## config.mk

```make
export PLATFORM = sky130hd
export DESIGN_NAME = updown_counter_mod_flat
export DESIGN_NICKNAME = d
export VERILOG_FILES = /design/src/rtl/updown_counter_mod_pkg.sv /design/src/rtl/updown_counter_mod_if.sv /design/src/rtl/updown_counter_next.sv /design/src/rtl/updown_counter_mod.sv /design/src/flat_wrapper.sv
export SDC_FILE = /design/constraint.sdc
export NUM_CORES = 1
export LEC_CHECK = 0
export CAP_MARGIN = 25
export CELL_PAD_IN_SITES_DETAIL_PLACEMENT = 2
export CELL_PAD_IN_SITES_GLOBAL_PLACEMENT = 2
export CORE_MARGIN = 2
export CORE_UTILIZATION = 37
export CTS_CLUSTER_SIZE = 40
export DETAILED_ROUTE_END_ITERATION = 7
export GPL_TIMING_DRIVEN = 0
export PLACE_DENSITY_LB_ADDON = 0.1
export RECOVER_POWER = 50
export SYNTH_ARGS = -nofsm -noshare
export SYNTH_HDL_FRONTEND = slang
export SYNTH_HIERARCHICAL = 1
export SYNTH_SLANG_ARGS = --single-unit
```

## constraint.sdc

```tcl
create_clock -name clk -period 13.36 [get_ports clk]
set_clock_uncertainty 0.1 [all_clocks]
set_input_delay 2.672 -clock clk [delete_from_list [all_inputs] [get_ports clk]]
set_output_delay 2.672 -clock clk [all_outputs]
set_load 0.005 [all_outputs]
```

## src/rtl/updown_counter_mod_pkg.sv

```systemverilog
// Shared types for the up/down counter: count mode encoding and the event
// code passed from the next-state datapath to the flag logic.
package updown_counter_mod_pkg;

  localparam logic MODE_WRAP = 1'b0;
  localparam logic MODE_SAT  = 1'b1;

  typedef enum logic [1:0] {
    EVT_NONE = 2'd0,
    EVT_OVF  = 2'd1,
    EVT_UNF  = 2'd2
  } evt_e;

endpackage

```

## src/rtl/updown_counter_mod_if.sv

```systemverilog
// Control and status bundle of the up/down counter. The master drives the
// controls; the slave (the counter) drives the count and flags.
interface updown_counter_mod_if #(
  parameter int WIDTH  = 8,
  parameter int STEP_W = 4
);
  logic              en;
  logic              load;
  logic              up_down;
  logic              mode;
  logic [WIDTH-1:0]  in;
  logic [STEP_W-1:0] step;
  logic [WIDTH-1:0]  limit;
  logic              flag_clr;
  logic [WIDTH-1:0]  out;
  logic              at_max;
  logic              at_zero;
  logic              wrap_p;
  logic              ovf;
  logic              unf;

  modport master (
    output en, load, up_down, mode, in, step, limit, flag_clr,
    input  out, at_max, at_zero, wrap_p, ovf, unf
  );

  modport slave (
    input  en, load, up_down, mode, in, step, limit, flag_clr,
    output out, at_max, at_zero, wrap_p, ovf, unf
  );
endinterface

```

## src/rtl/updown_counter_next.sv

```systemverilog
// Combinational next-count datapath: one step up or down within 0..limit,
// wrapping or saturating, and reporting which boundary was crossed.
module updown_counter_next
  import updown_counter_mod_pkg::*;
#(
  parameter int WIDTH  = 8,
  parameter int STEP_W = 4
) (
  input  logic [WIDTH-1:0]  out,
  input  logic [STEP_W-1:0] step,
  input  logic [WIDTH-1:0]  limit,
  input  logic              up_down,
  input  logic              mode,
  output logic [WIDTH-1:0]  nxt,
  output evt_e              evt
);

  // One extra bit so limit+1 and out+step never overflow.
  logic [WIDTH:0] cur, stp, lim, lim1, sum;

  // NOTE: every output gets a default first so no path leaves it unassigned
  // and no latch is inferred.
  always_comb begin
    cur  = {1'b0, out};
    stp  = {{(WIDTH + 1 - STEP_W){1'b0}}, step};
    lim  = {1'b0, limit};
    lim1 = lim + 1'b1;
    sum  = cur + stp;
    nxt  = out;
    evt  = EVT_NONE;

    if (stp == '0) begin
      nxt = out;
    end else if (cur > lim) begin
      // Limit was lowered below the current count: pull back into range.
      nxt = limit;
      evt = EVT_OVF;
    end else if (up_down) begin
      if (sum <= lim) begin
        nxt = WIDTH'(sum);
      end else begin
        evt = EVT_OVF;
        if (mode == MODE_SAT)  nxt = limit;
        else if (stp > lim1)   nxt = '0;
        else                   nxt = WIDTH'(sum - lim1);
      end
    end else begin
      if (stp <= cur) begin
        nxt = WIDTH'(cur - stp);
      end else begin
        evt = EVT_UNF;
        if (mode == MODE_SAT)  nxt = '0;
        else if (stp > lim1)   nxt = '0;
        else                   nxt = WIDTH'(cur + lim1 - stp);
      end
    end
  end

endmodule

```

## src/rtl/updown_counter_mod.sv

```systemverilog
// Parametrised load/up-down counter with run-time limit, wrap or saturate
// mode, sticky overflow/underflow flags and a one-cycle boundary pulse.
module updown_counter_mod
  import updown_counter_mod_pkg::*;
#(
  parameter int WIDTH   = 8,
  parameter int STEP_W  = 4,
  parameter int RST_VAL = 0
) (
  input  logic                  clk,
  input  logic                  clear,
  updown_counter_mod_if.slave   bus
);

  logic [WIDTH-1:0] cnt;
  logic [WIDTH-1:0] nxt;
  logic [WIDTH-1:0] ld_val;
  evt_e             evt;
  evt_e             evt_now;
  logic             wrap_p_q;
  logic             ovf_q;
  logic             unf_q;

  updown_counter_next #(
    .WIDTH  (WIDTH),
    .STEP_W (STEP_W)
  ) u_next (
    .out     (cnt),
    .step    (bus.step),
    .limit   (bus.limit),
    .up_down (bus.up_down),
    .mode    (bus.mode),
    .nxt     (nxt),
    .evt     (evt)
  );

  assign ld_val  = (bus.in > bus.limit) ? bus.limit : bus.in;
  // Load overrides counting, so its cycle can never raise an event.
  assign evt_now = (bus.en && !bus.load) ? evt : EVT_NONE;

  // NOTE: state registers use non-blocking assignments so every register
  // samples pre-edge values regardless of statement order.
  always_ff @(posedge clk) begin
    if (!clear) begin
      cnt      <= WIDTH'(RST_VAL);
      wrap_p_q <= 1'b0;
      ovf_q    <= 1'b0;
      unf_q    <= 1'b0;
    end else begin
      if (bus.load)    cnt <= ld_val;
      else if (bus.en) cnt <= nxt;
      wrap_p_q <= (evt_now != EVT_NONE);
      // A new event beats a simultaneous flag_clr.
      ovf_q    <= (evt_now == EVT_OVF) || (ovf_q && !bus.flag_clr);
      unf_q    <= (evt_now == EVT_UNF) || (unf_q && !bus.flag_clr);
    end
  end

  assign bus.out     = cnt;
  assign bus.at_max  = (cnt == bus.limit);
  assign bus.at_zero = (cnt == '0);
  assign bus.wrap_p  = wrap_p_q;
  assign bus.ovf     = ovf_q;
  assign bus.unf     = unf_q;

endmodule

```

## src/flat_wrapper.sv

```systemverilog
// flat-port wrapper written by rule: the top's interface ports become plain ports
module updown_counter_mod_flat import updown_counter_mod_pkg::*;
#(
  parameter int WIDTH   = 8,
  parameter int STEP_W  = 4,
  parameter int RST_VAL = 0
)
  (clk, clear, bus_en, bus_load, bus_up_down, bus_mode, bus_in, bus_step, bus_limit, bus_flag_clr, bus_out, bus_at_max, bus_at_zero, bus_wrap_p, bus_ovf, bus_unf);
  updown_counter_mod_if #(.WIDTH(WIDTH), .STEP_W(STEP_W)) bus_i ();
  input  logic clk;
  input  logic clear;
  input wire logic [$bits(bus_i.en)-1:0] bus_en;
  input wire logic [$bits(bus_i.load)-1:0] bus_load;
  input wire logic [$bits(bus_i.up_down)-1:0] bus_up_down;
  input wire logic [$bits(bus_i.mode)-1:0] bus_mode;
  input wire logic [$bits(bus_i.in)-1:0] bus_in;
  input wire logic [$bits(bus_i.step)-1:0] bus_step;
  input wire logic [$bits(bus_i.limit)-1:0] bus_limit;
  input wire logic [$bits(bus_i.flag_clr)-1:0] bus_flag_clr;
  output wire logic [$bits(bus_i.out)-1:0] bus_out;
  output wire logic [$bits(bus_i.at_max)-1:0] bus_at_max;
  output wire logic [$bits(bus_i.at_zero)-1:0] bus_at_zero;
  output wire logic [$bits(bus_i.wrap_p)-1:0] bus_wrap_p;
  output wire logic [$bits(bus_i.ovf)-1:0] bus_ovf;
  output wire logic [$bits(bus_i.unf)-1:0] bus_unf;
  assign bus_i.en = bus_en;
  assign bus_i.load = bus_load;
  assign bus_i.up_down = bus_up_down;
  assign bus_i.mode = bus_mode;
  assign bus_i.in = bus_in;
  assign bus_i.step = bus_step;
  assign bus_i.limit = bus_limit;
  assign bus_i.flag_clr = bus_flag_clr;
  assign bus_out = bus_i.out;
  assign bus_at_max = bus_i.at_max;
  assign bus_at_zero = bus_i.at_zero;
  assign bus_wrap_p = bus_i.wrap_p;
  assign bus_ovf = bus_i.ovf;
  assign bus_unf = bus_i.unf;
  updown_counter_mod #(.WIDTH(WIDTH), .STEP_W(STEP_W), .RST_VAL(RST_VAL)) u_core (.clk(clk), .clear(clear), .bus(bus_i));
endmodule
```

==> reports/qor.txt, run 1 <==
Status - complete, no violations
Die H - 97.89 um
Inst Count DP - 563
Buffer share of cell area - 0.1134
Mapped Area - 0.003262 mm^2
Hold slack final - 0.5021 ns
Syn_area_per_cell - 7.804 um^2
Max_cap viols - 0
Crit path required time - 13.36 ns
Post-detail-place hpwl - 10.56 mm
Logic inverters - 46
Reg-to-reg startpoint - u_core/bus.out[2]
Clk_lat worst skew - 0.24 ns
Vias per inst - 6.034
Iter 0 DRT Violations - 149
Gp weighted congestion - 0.9261
Met2 Resource Use GR - 0.4610
Most common logic cell in the routed design - ha_1
Wl on met1 - 5.732 mm
Setup Buffers After CTS - 0
Cell Type Count - 66
Fin cells - 567
Clock root cell - clkbuf_8
CP cell instances - clkdlybuf4s50_1 -> inv_1 -> ha_1 -> nor3b_4 -> o31ai_2 -> a21oi_1 -> xnor2_1 -> ha_1 -> nand4_1 -> a21oi_1 -> o41ai_1 -> o21ai_1 -> and3_1 -> o21ai_0 -> a31oi_1 -> mux2_2 -> o21ai_0 -> a31oi_1
Multi-In Gates - 348
Die span in x - 97.89 um
Chip area in the Yosys report - 0.003262 mm^2
Slowest cell delay on critical path - 0.72 ns
DRC Markers - 0
Worst hold path startpoint - u_core/bus.unf
Largest net degree at the start of global routing - 13
Seq power - 47.2 uW
Main synth FF type - dfxtp_1
CTS tree - done
Pre-CTS WS - 5.525 ns
Worst Setup End Kind - register
Number of warnings in the stage logs - 32
Global-route usage over all layers - 0.2638
Clock buffers - 4
Slew Limit Fails - 0
Clk pwr - 33.6 uW
Pre-Repair DR Iteration Count - 4
Worst setup path startpoint - bus_step[1]
Setup_tns - 0 ns
Cells in synth_stat.txt - 418
Post-Place Cell Area - 0.003774 mm^2
Final setup vio count - 0
Flip-flops - 11
Number of nets in the layout - 549
Sw Pwr - 182.8 uW
Sequential Power Share - 0.131
Gr ovfl total - 0
Reg area - 220.2 um^2
Logic share of the area - 0.7366
Full die area - 0.009582 mm^2
Fraction of registers with async set/reset - 0
Hold_buf cts - 0
Design Power - 359.4 uW
Least-Margin Pin Slew - 0.9944 ns
Clock buffer depth - 2
Top routing layer in use - met4
Most common logic cells in the final layout - ha_1 (55), inv_1 (44), xnor2_1 (31)
Floorplan Nets - 507
CP Max Fanout - 7
Hold Crit Class - reg -> reg
Post-synth EDFFs - 0
Worst EP arrival - 7.72 ns
Yosys warns - 6
Clk slew on worst S/H paths - 0.05 ns
Area growth from synthesis to layout - 17.07%
Maximum clock rate - 0.1295 GHz
Shortest period the worst path allows - 7.724 ns
First-pass GRT wire length - 20.18 mm
Clock share of power - 0.093
Routed wire per std cell - 22.10 um
Total number of vias - 3,421
CTS Buf Count - 3
DR WL met3 - 420 um
PwrDens - 94.12 mW/mm^2
H-tree Lvls - 1
Combinational Power - 279 uW
Post-CTS Resized - 0
CP max-delay cell - clkdlybuf4s50_1
P_leak - 1.687 nW
Vias in the first global route - 3,764
GRT met1 Usage - 0.3552
Launching element type of the critical path - primary input
Met2 wire len - 6.035 mm
Peak VDD IR - 27.24 uV
GRT Max-Usage Layer - met2
Crit path max-delay family - AND-OR/OR-AND gates
Top cell category - multi-input combinational cells
ANT nets after route - 0
Crit Path Class - in -> reg
Worst slew margin relative to its limit - 0.3371
P_int - 176.6 uW
Comb pwr share - 0.775
RSZ-0062 raised after global routing - false
Tcrit/Tclk final - 0.5781
run 1: logic make-up (layout without fill, tap and decap cells):
logic type	Yosys count	count (layout)	share of synthesized area
mux	9	9	0.03069
xor+xnor	38	38	0.1043
simple gates	122	122	0.2171
fa+ha+maj	62	62	0.2539
buf+inv	59	100	0.07211
compound gates	117	117	0.2543
flops	11	11	0.06751
run 1: state kept, by name, indices dropped and copies added, names as in the netlist:
signal and flops:
u_core/bus.out 8, u_core/bus.ovf 1, u_core/bus.unf 1, u_core/bus.wrap_p 1
run 1: worst paths after layout:
check / end / slack, ns / cells past startpoint
hold / removal: u_core/bus.unf / 0.50 / 2
hold reg to reg: u_core/bus.unf / 0.50 / 2
setup reg to reg: u_core/bus.out[6] / 8.20 / 18
setup / recovery: u_core/bus.out[6] / 5.64 / 18
run 1: Yosys cell counts, types with 2 or more instances:
cell      number  area (um^2)
nor2_1        25        93.84
nand4_1        7        43.79
a22oi_1        3        22.52
nor4_1         2        12.51
nor3_1         8        40.04
a31oi_1        9        56.30
nand2_1       22        82.58
nand3_1       15        75.07
dfxtp_1       11        220.2
a21oi_1       22        110.1
o41ai_1        2        17.52
o22ai_1        4        25.02
mux2_2         8        90.09
nand3b_1       3        22.52
o211ai_1      10        75.07
a211oi_1       4        30.03
xnor2_1       31        271.5
and3_1         7        43.79
o21a_1         6        45.04
clkbuf_1       7        26.28
nor2b_1       12        75.07
nor3b_4        2        37.54
inv_2          2        7.510
buf_2          4        20.02
a221oi_1       5        43.79
xor2_1         6        52.55
o21ai_0       23        115.1
fa_1           7        140.1
inv_1         44        165.2
o21ai_2        2        17.52
o21ai_1        4        20.02
a21o_1         8        60.06
ha_1          55        688.2
nor3b_1        3        22.52
and4b_1        2        20.02
or4_1          2        15.01
nand2b_1       2        12.51
Fig. 1: run 1, drive-strength map
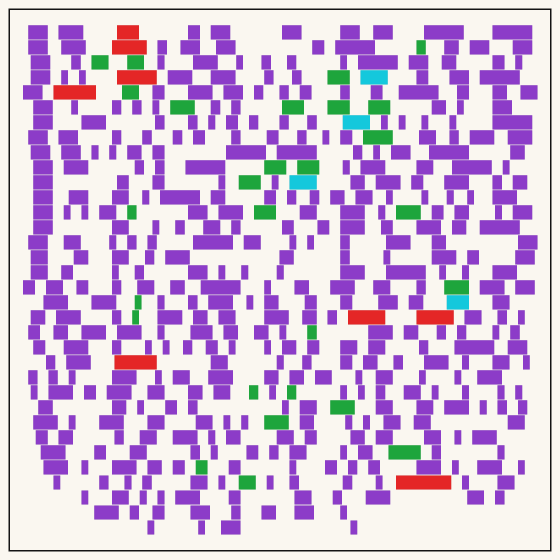
Green marks x2, cells 27. Cyan marks x6 and larger, cells 4. Red marks x3 and x4, cells 8. Purple marks x1 and smaller, cells 420.
Non-Clock Buffer Count: 50
Final Instance Area: 0.003819 mm^2
post-route setup slack: 5.636 ns

Fig. 2: run 1, wires at chosen ports, followed through buffers
The bar under the picture is 20 um long.
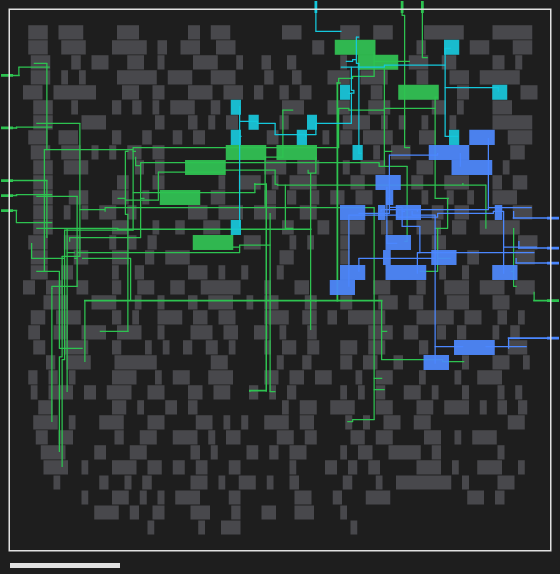
Blue marks bus_step, bits 4, direction input, end cells 18, buffers 4, wire 270 um. Green marks bus_out, bits 8, direction output, end cells 8, buffers 8, wire 1,270 um. Cyan marks clear, bits 1, direction input, end cells 11, buffers 2, wire 140 um.
Port Buffers: 37
Ports: 40

Fig. 3: run 1, cell outlines without signal wires
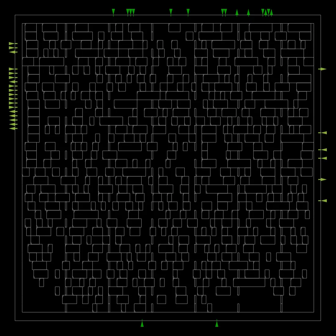
# fillers: 1,010
Taps Inserted: 108

Fig. 4: run 1, placed cells, one colour a class
Fill, decap, tap and diode cells in grey.
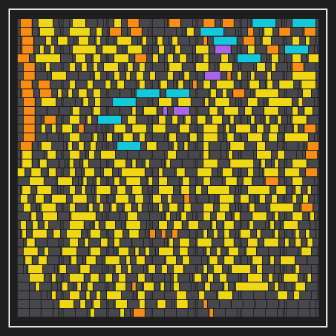
Purple marks clock drivers and dummy loads, cells 4, share of their area 1.2%. Yellow marks remaining logic cells, cells 394, share of their area 81%. Orange marks remaining buffers and delay cells, cells 50, share of their area 12%. Cyan marks registers, cells 11, share of their area 6.0%.
core area: 0.008636 mm^2
Finished Core Util: 0.4422
Seq area share: 0.05767
num rows: 34

Fig. 5: run 1, routed metal, one colour a layer
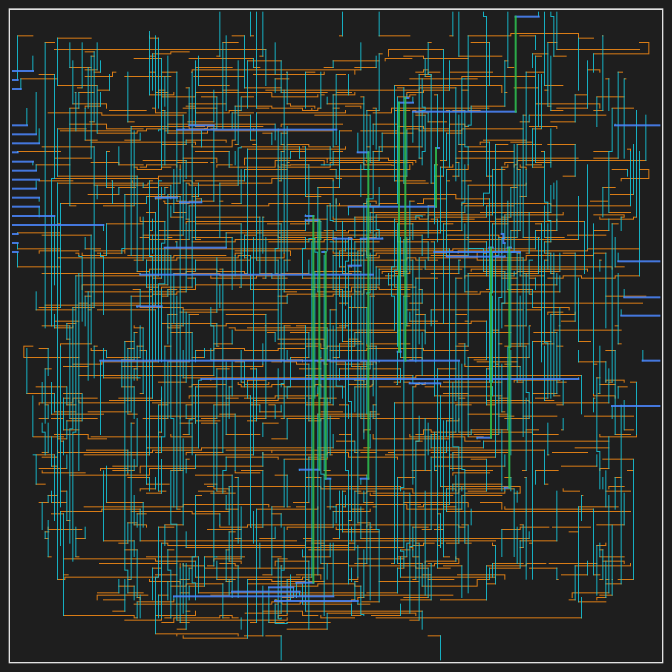

## Run 2: what changed since run 1
--- a/config.mk
+++ b/config.mk
@@ -9,7 +9,7 @@
 export CELL_PAD_IN_SITES_DETAIL_PLACEMENT = 2
 export CELL_PAD_IN_SITES_GLOBAL_PLACEMENT = 2
 export CORE_MARGIN = 2
-export CORE_UTILIZATION = 37
+export CORE_UTILIZATION = 34
 export CTS_CLUSTER_SIZE = 40
 export DETAILED_ROUTE_END_ITERATION = 7
 export GPL_TIMING_DRIVEN = 0
==> constraint.sdc (replaced) <==
create_clock -name clk -period 8.08 [get_ports clk]
set_clock_uncertainty 0.1 [all_clocks]
set_input_delay 1.616 -clock clk [delete_from_list [all_inputs] [get_ports clk]]
set_output_delay 1.616 -clock clk [all_outputs]
set_load 0.005 [all_outputs]
Fig. 6: run 2, routed metal, one colour a layer
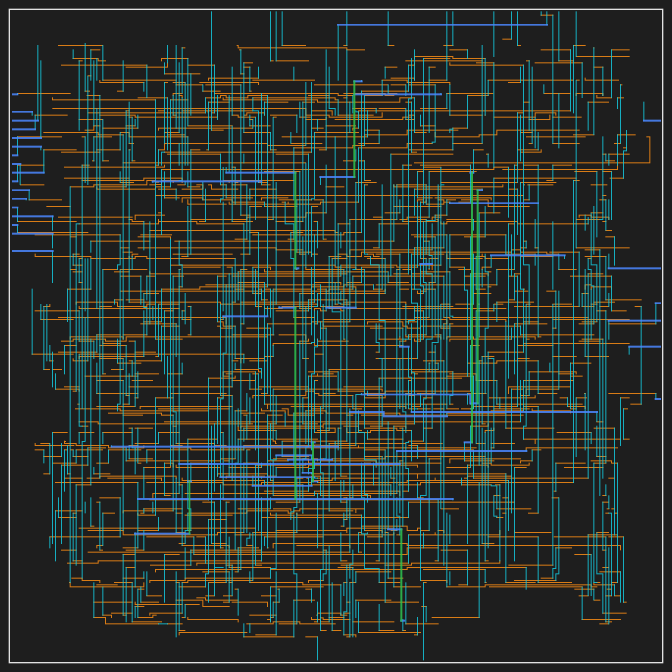
Blue marks M3, wire length 455 um. Orange marks M1, wire length 5,990 um. Cyan marks M2, wire length 6,090 um. Green marks M4, wire length 164 um.

Fig. 7: run 2, drive-strength map
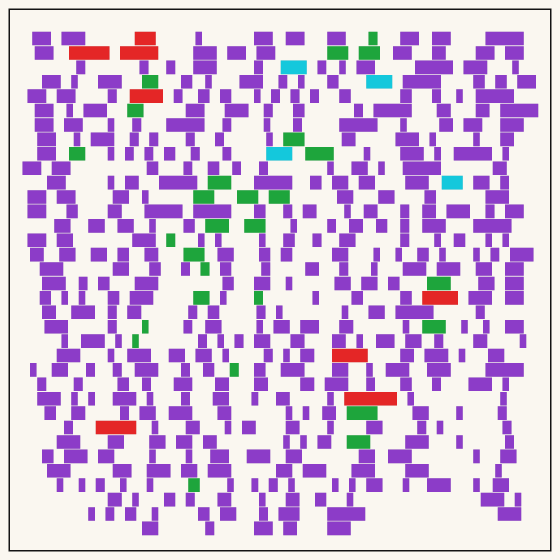
Red marks x3 and x4, cells 8. Purple marks x1 and smaller, cells 420. Green marks x2, cells 27. Cyan marks x6 and larger, cells 4.
Final Instance Area: 0.003845 mm^2
area growth from synthesis to layout: 17.88%

==> run 2 against run 1 <==
Effect of this change: worst hold slack gained 0.0096 ns; first-iteration DRC count up 16%; critical path depth did not move.
==> reports/qor.txt, run 2 <==
Status - complete, no violations
Maximum clock rate - 0.1492 GHz
Hold_buf cts - 0 (unchanged)
Vias per inst - 5.706 (-5.4%)
Taps Inserted - 129 (+19%)
Buffer share of cell area - 0.1126 (-0.0007749)
RSZ-0062 raised after global routing - false
Hold Crit Class - reg -> reg
Starting Density - 0.3513
ANT nets after route - 0 (unchanged)
Fraction of registers with async set/reset - 0 (unchanged)
Grt met3 use - 0.03146
Floorplan Nets - 507 (unchanged)
Seq/Total Area, Yosys - 0.06751
Max_cap viols - 0 (unchanged)
Post-CTS Resized - 0 (unchanged)
Clock buffers - 4 (unchanged)
Routed wire per std cell - 21.60 um (-2.3%)
Leading area contributor after synthesis - ha_1
Synthesized flop and latch total - 11
Yosys warns - 6 (unchanged)
H-tree Lvls - 1 (unchanged)
Global-route usage over all layers - 0.2517 (-0.01201)
Die H - 101.9 um (+4.1%)
Multi-In Gates - 348 (unchanged)
DRC Markers - 0 (unchanged)
Post-synth EDFFs - 0 (unchanged)
Post-Syn Instances - 418
Initial antenna violation count - 0
Setup_tns - 0 ns (unchanged)
Most common logic cells in the final layout - ha_1 (55), inv_1 (44), xnor2_1 (31)
Logic inverters - 46 (unchanged)
Main synth FF type - dfxtp_1
Fin cells - 588 (+3.7%)
Share of cells above drive strength 1 - 0.08497
Reg2reg setup slack - 3.00 ns (-5.20 ns)
Most common logic cell in the routed design - ha_1
Num rows - 35 (+2.9%)
Clk_lat worst skew - 0.24 ns (about the same)
GRT Max-Usage Layer - met2
Syn_area_per_cell - 7.804 um^2 (unchanged)
Most numerous cell in the Yosys netlist - ha_1
Shortest period the worst path allows - 6.704 ns
Clk slew on worst S/H paths - 0.05 ns (about the same)
GRT met1 Usage - 0.3430 (-0.01227)
Crit path required time - 8.07 ns (-5.29 ns)
Peak VDD IR - 42.62 uV (+56%)
PwrDens - 155.6 mW/mm^2 (+65%)
Max-area cell share - 0.2110 (unchanged)
Mapped Area - 0.003262 mm^2 (unchanged)
Cells in synth_stat.txt - 418 (unchanged)
Worst EP arrival - 6.69 ns (-1.03 ns)
# diodes - 0
Crit Path Class - in -> reg
Finished Core Util - 0.4142 (-0.02804)
Worst slew margin relative to its limit - 0.3752 (+0.03816)
CTS Buf Count - 3 (unchanged)
CP Max Fanout - 10 (+3)
Tcrit/Tclk final - 0.8297
Pre-CTS WS - 1.227 ns (-4.298 ns)
Total number of vias - 3,355 (-1.9%)
Met2 Resource Use GR - 0.4312 (-0.02984)
Post-Place Cell Area - 0.003800 mm^2 (+0.70%)
Logic share of the area - 0.7315 (-0.005034)
Max FFs per register - 8 (unchanged)
Clock network area share - 0.01171
Non-Clock Buffer Count - 50 (unchanged)
P_leak - 1.687 nW (unchanged)
Seq area share - 0.05727 (-0.0003942)
Post-route setup slack - 1.376 ns (-4.260 ns)
Slew Limit Fails - 0 (unchanged)
First-pass GRT wire length - 20.00 mm (-0.89%)
Chip area in the Yosys report - 0.003262 mm^2 (unchanged)
Core area - 0.009284 mm^2 (+7.5%)
Design Power - 598.3 uW (+66%)
Launching element type of the critical path - primary input
Full die area - 0.01039 mm^2 (+8.5%)
Final Hold Viols - 0
Synth top area cells - ha_1 (21%), xnor2_1 (8.3%), dfxtp_1 (6.8%)
Pre-Repair DR Iteration Count - 5 (+1)
Largest net degree at the start of global routing - 13 (unchanged)
Iter 0 DRT Violations - 173 (+16%)
Top cell category - multi-input combinational cells
Least-Margin Pin Slew - 0.9294 ns (-0.06497 ns)
Port Buffers - 37 (unchanged)
Top post-synthesis cells by count - ha_1 (55), inv_1 (44), xnor2_1 (31)
CTS tree - done
# fillers - 1,110 (+9.9%)
CTS sink count - 11
Inst Count DP - 584 (+3.7%)
Ports - 40 (unchanged)
Gr ovfl total - 0 (unchanged)
Clock buffer depth - 2 (unchanged)
Number of warnings in the stage logs - 32 (unchanged)
Reg area - 220.2 um^2 (unchanged)
Hold slack final - 0.5116 ns (+0.009552 ns)
Number of nets in the layout - 549 (unchanged)
Gp weighted congestion - 0.8688 (-6.2%)
Die span in x - 101.9 um (+4.1%)
Post-detail-place hpwl - 10.70 mm (+1.3%)
Vias in the first global route - 3,688 (-2.0%)
Routed WL - 12.70 mm
Clock root cell - clkbuf_8
Flip-flops - 11 (unchanged)
Setup Buffers After CTS - 0 (unchanged)
Worst Setup End Kind - register
Cell Type Count - 66 (unchanged)
Logic area - 0.002813 mm^2
Final setup vio count - 0 (unchanged)
Fig. 8: run 2, placed cells, one colour a class
Fill, decap, tap and diode cells in grey.
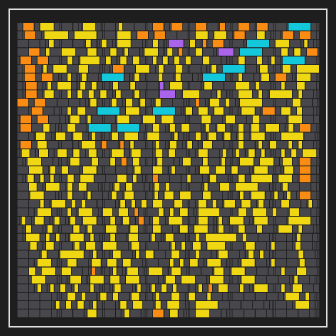
Cyan marks registers, cells 11, share of their area 6.0%. Purple marks clock drivers and dummy loads, cells 4, share of their area 1.2%. Yellow marks remaining logic cells, cells 394, share of their area 81%. Orange marks remaining buffers and delay cells, cells 50, share of their area 12%.

run 2: cell counts after synthesis:
Identical to the previous run, type by type.
run 2: worst paths after layout:
path / start / endpoint / cells past startpoint
setup / recovery: bus_step[1] / u_core/bus.out[1] / 18
hold / removal: u_core/bus.ovf / u_core/bus.ovf / 2
setup reg to reg: u_core/bus.out[2] / u_core/bus.out[1] / 18
hold reg to reg: u_core/bus.ovf / u_core/bus.ovf / 2
run 2: power breakdown:
group	leakage, nW	internal [mW]	switching (mW)
sequential	0.0909	0.0601	0.0157
clock	0.0228	0.0347	0.0209
combinational	1.57	0.198	0.269
total	1.69	0.293	0.306
run 2: layer usage:
metal,routed length (um),share of wire
met4,163,0.013
met5,0,0
met1,5992,0.47
met3,455,0.036
met2,6087,0.48
run 2: kinds of logic (layout without fill, tap and decap cells):
group	after synthesis	in the layout	synth area share
buffers and inverters	59	100	0.07211
flip-flops	11	11	0.06751
AND-OR/OR-AND	117	117	0.2543
multiplexers	9	9	0.03069
AND/OR/NAND/NOR	122	122	0.2171
adder cells (fa/ha/maj)	62	62	0.2539
XOR/XNOR	38	38	0.1043
run 2: critical path, stage by stage:
cell and delay, ns:
clkdlybuf4s50_1 0.74, inv_1 0.12, ha_1 0.39, nor3b_4 0.07, o31ai_2 0.38, a21oi_1 0.15, xnor2_1 0.45, ha_1 0.35
nand4_1 0.13, a21oi_1 0.06, o41ai_1 0.55, o21ai_1 0.41, buf_2 0.32, o211ai_1 0.29, a221oi_1 0.14, mux2_2 0.31
o21ai_0 0.15, a31oi_1 0.07
Power and IR drop assume default switching activity.
